## config.mk

```make
export PLATFORM = sky130hd
export DESIGN_NAME = serial_frame_rx
export DESIGN_NICKNAME = d
export VERILOG_FILES = /design/src/rtl/serial_frame_rx.sv
export SDC_FILE = /design/constraint.sdc
export NUM_CORES = 1
export LEC_CHECK = 0
export ABC_AREA = 1
export CORE_ASPECT_RATIO = 0.5
export CORE_MARGIN = 1
export CORE_UTILIZATION = 64
export DETAILED_ROUTE_END_ITERATION = 7
export PLACE_DENSITY_LB_ADDON = 0.08
export SLEW_MARGIN = 30
export SYNTH_ARGS = -nofsm -noshare
export SYNTH_HDL_FRONTEND = slang
export SYNTH_SLANG_ARGS = --single-unit
```

## constraint.sdc

```tcl
create_clock -name clk_i -period 3.6 [get_ports clk_i]
set_input_delay 0.36 -clock clk_i [delete_from_list [all_inputs] [get_ports clk_i]]
set_output_delay 0.36 -clock clk_i [all_outputs]
set_load 0.005 [all_outputs]
```

## src/rtl/serial_frame_rx.sv

```systemverilog
// Asynchronous serial frame receiver: start-bit detect, mid-bit sampling with a
// programmable divisor, LSB-first deserialisation and a single-entry output register.
module serial_frame_rx #(
  parameter int DATA_WIDTH = 8,
  parameter int DIV_WIDTH  = 16
) (
  input  logic                  clk_i,
  input  logic                  rst_ni,
  input  logic                  clr_i,
  input  logic                  en_i,
  input  logic [DIV_WIDTH-1:0]  div_i,
  input  logic                  d_i,
  output logic [DATA_WIDTH-1:0] data_o,
  output logic                  valid_o,
  input  logic                  ready_i,
  output logic                  frame_err_o,
  output logic                  overrun_o,
  output logic                  busy_o
);

  typedef enum logic [2:0] {IDLE, START, DATA, STOP, BRK} state_e;

  localparam logic [4:0]           LAST_IDX = 5'(DATA_WIDTH - 1);
  localparam logic [DIV_WIDTH-1:0] DIV_MIN  = DIV_WIDTH'(2);
  localparam logic [DIV_WIDTH-1:0] ONE      = DIV_WIDTH'(1);

  state_e                state_q;
  logic                  d_q;
  logic [DIV_WIDTH-1:0]  div_q;
  logic [DIV_WIDTH-1:0]  cnt_q;
  logic [4:0]            idx_q;
  logic [DATA_WIDTH-1:0] shift_q;
  logic [DATA_WIDTH-1:0] data_q;
  logic                  valid_q;
  logic                  ferr_q;
  logic                  ovr_q;

  logic [DIV_WIDTH-1:0]  div_eff_d;
  logic [DATA_WIDTH-1:0] shift_d;
  logic                  fall_d;
  logic                  cnt_zero_d;
  logic                  stop_ok_d;
  logic                  buf_free_d;

  assign div_eff_d  = (div_i < DIV_MIN) ? DIV_MIN : div_i;
  assign fall_d     = en_i && d_q && !d_i;
  assign cnt_zero_d = (cnt_q == '0);
  // Shift in from the top so after DATA_WIDTH samples bit 0 holds the first data bit.
  assign shift_d    = (shift_q >> 1) | (DATA_WIDTH'(d_i) << (DATA_WIDTH - 1));
  assign stop_ok_d  = en_i && (state_q == STOP) && cnt_zero_d && d_i;
  assign buf_free_d = !valid_q || ready_i;

  always_ff @(posedge clk_i or negedge rst_ni) begin
    if (!rst_ni) begin
      state_q <= IDLE;
      d_q     <= 1'b1;
      div_q   <= '0;
      cnt_q   <= '0;
      idx_q   <= '0;
      shift_q <= '0;
      data_q  <= '0;
      valid_q <= 1'b0;
      ferr_q  <= 1'b0;
      ovr_q   <= 1'b0;
    end else if (clr_i) begin
      state_q <= IDLE;
      d_q     <= 1'b1;
      div_q   <= '0;
      cnt_q   <= '0;
      idx_q   <= '0;
      shift_q <= '0;
      data_q  <= '0;
      valid_q <= 1'b0;
      ferr_q  <= 1'b0;
      ovr_q   <= 1'b0;
    end else begin
      ferr_q <= 1'b0;
      ovr_q  <= 1'b0;
      if (valid_q && ready_i) valid_q <= 1'b0;
      // A commit into a full buffer keeps the old word and reports the loss.
      if (stop_ok_d) begin
        if (buf_free_d) begin
          data_q  <= shift_q;
          valid_q <= 1'b1;
        end else begin
          ovr_q <= 1'b1;
        end
      end
      if (en_i) begin
        d_q <= d_i;
        case (state_q)
          IDLE: begin
            if (fall_d) begin
              div_q   <= div_eff_d;
              cnt_q   <= (div_eff_d >> 1) - ONE;
              state_q <= START;
            end
          end
          START: begin
            if (cnt_zero_d) begin
              if (!d_i) begin
                cnt_q   <= div_q - ONE;
                idx_q   <= '0;
                shift_q <= '0;
                state_q <= DATA;
              end else begin
                state_q <= IDLE;
              end
            end else begin
              cnt_q <= cnt_q - ONE;
            end
          end
          DATA: begin
            if (cnt_zero_d) begin
              shift_q <= shift_d;
              cnt_q   <= div_q - ONE;
              idx_q   <= idx_q + 5'd1;
              if (idx_q == LAST_IDX) state_q <= STOP;
            end else begin
              cnt_q <= cnt_q - ONE;
            end
          end
          STOP: begin
            if (cnt_zero_d) begin
              if (d_i) begin
                state_q <= IDLE;
              end else begin
                ferr_q  <= 1'b1;
                state_q <= BRK;
              end
            end else begin
              cnt_q <= cnt_q - ONE;
            end
          end
          BRK: begin
            if (d_i) state_q <= IDLE;
          end
          default: state_q <= IDLE;
        endcase
      end
    end
  end

  assign data_o      = data_q;
  assign valid_o     = valid_q;
  assign frame_err_o = ferr_q;
  assign overrun_o   = ovr_q;
  assign busy_o      = (state_q != IDLE);

endmodule

```

==> images/power_grid.png <==
Pins as bars on the die edge.
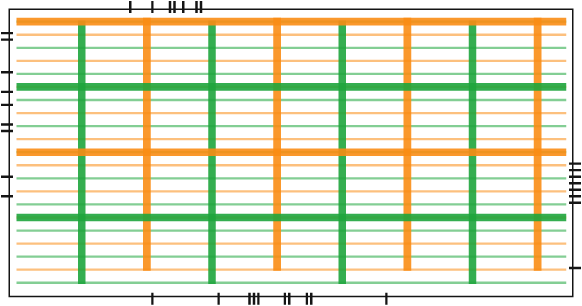
Key: green = VSS; orange = VDD
8 straps on met4. 21 met1 rails follow the rows. The core has 20 rows. 34 signal pins sit on the boundary. 4 straps on met5.
die boundary height: 59.6 um
Die X: 117 um
VDD IR max: 0.412 mV

==> images/clocks.png <==
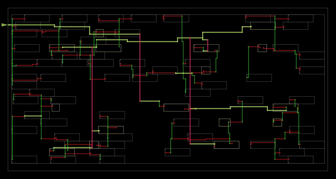
total CTS buffers: 9
clock tree skew after final layout: 7.22 ps
sequential cell count: 60

==> design notes <==
Counting the warning lines in the Yosys log gives 0. The largest registers in the layout are cnt_q x16, div_q x16. The floorplan-stage core utilization is 0.681.

For this design, the slowest cell found on the critical path is clkdlybuf4s50_1. The floorplan has 20 rows. The commonest cells after synthesis are nand2_1 (220), nand3_1 (97), nor2_1 (70). The routed design shows a via density per instance of 5.86. The floorplan step defined a die boundary enclosing 0.00697 sq mm. Looking at the post-CTS report, the setup buffer insertion count equals 0.

STA classifies the critical path endpoint as a flop. The flow ran to the end, and the final reports show no timing, DRC or antenna violations. After synthesis, the mean cell area works out to 6.53 sq um. In the log, the iteration count for the first detailed-route pass is 6. The run gives 0.372 as the global routing usage summed across all routing layers.

With the fraction of post-synthesis cell area in the top cell type by area at 0.348, the number of nets in the final layout is 714. The number of instances in the placed design is 763. The detail-routed net length per standard cell was 15.2 um; the cell area after synthesis was 0.00424 sq mm. The quantity of I/O buffers inserted on ports works out to 33. The tools report the latest clock arrival within the worst-skew pair as 350 ps. The biggest area consumer among cell classes was logic gates. In this run, distinct cell masters in the synthesized netlist total 40. The tools report the overall power of the completed layout as 3760 uW.
==> images/flops_by_reg.png <==
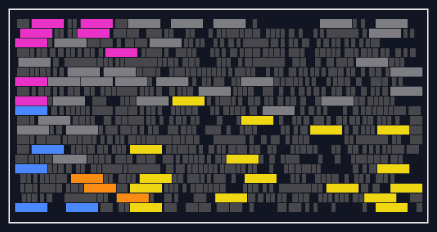
Key: orange = state_q [placed flops 3]; magenta = data_o [placed flops 8, where upper left]; yellow = div_q [placed flops 16]; blue = idx_q [placed flops 5]
Another 28 sequential cells are not coloured.
register area: 0.00150 sq mm
utilization after layout: 0.794

==> images/logic_types.png <==
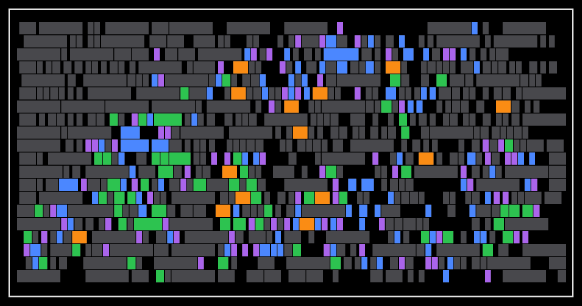
Key: purple = inv cells [cells 79, most used inv_1, where spread over the die]; blue = nor cells [cells 88, most used nor2_1, where spread over the die]; green = aoi and oai cells [cells 57, most used o21ai_0]; orange = xor and xnor cells [cells 14, most used xor2_1]
non-filler instance count after layout: 780
multi-input logic portion of the cell area: 0.481
dominant logic cell type in the layout: nand2_1

## logic make-up (layout without fill, tap and decap cells)
| logic type | Yosys count | count (layout) |
|---|---|---|
| simple gates | 422 | 422 |
| xor+xnor | 14 | 14 |
| buf+inv | 91 | 134 |
| fa+ha+maj | 5 | 5 |
| flops | 60 | 60 |
| compound gates | 57 | 57 |
## layer usage
layer  vias to the layer above  GRT usage  routed length [um]
met4                         0      0.156                 301
met2                       260      0.587                5260
met3                        37      0.109                1160
met5                         -          0                   0
li1                       2171          -                   -
met1                      2106      0.483                5150
## per-stage QoR
stage           util  setup WS [ps]  area (sq um)  hold WS (ps)
6_report       0.794           1040          4950           462
5_1_grt        0.794            854          4950           510
4_1_cts        0.794           1120          4950           464
3_5_place_dp   0.746            812          4650           292
3_3_place_gp   0.746            981          4650           286
2_1_floorplan      -           1680          4240          64.4
## worst paths after layout
check	to	slack, ps	cells past startpoint
min in group clk_i	data_o[6]$_DFFE_PN0P_	480	2
hold reg to reg	data_o[6]$_DFFE_PN0P_	480	2
hold / removal	div_q[12]$_DFFE_PN0P_	460	2
setup / recovery	cnt_q[14]$_DFFE_PN0P_	1040	15
max in group asynchronous	div_q[2]$_DFFE_PN0P_	2210	3
setup reg to reg	shift_q[5]$_DFFE_PN0P_	1100	9
## placed cells by master (no fill, tap or decap), drive strengths merged, types with 6 or more instances in the layout
master / synthesis / final
a21oi: 6 / 6
buf: 7 / 6
clkbuf: 5 / 9
clkdlybuf4s50: 0 / 32
dfrtp: 59 / 59
inv: 78 / 80
nand2: 226 / 226
nand3: 99 / 99
nor2: 77 / 77
nor3: 7 / 7
o21ai: 27 / 27
o22ai: 15 / 15
xor2: 10 / 10
## report_power, final
group          total (uW)  internal, uW  switching (uW)
Combinational        1960           633            1330
Sequential            966           808             159
Clock                 837           476             361
Power and IR drop assume default switching activity.
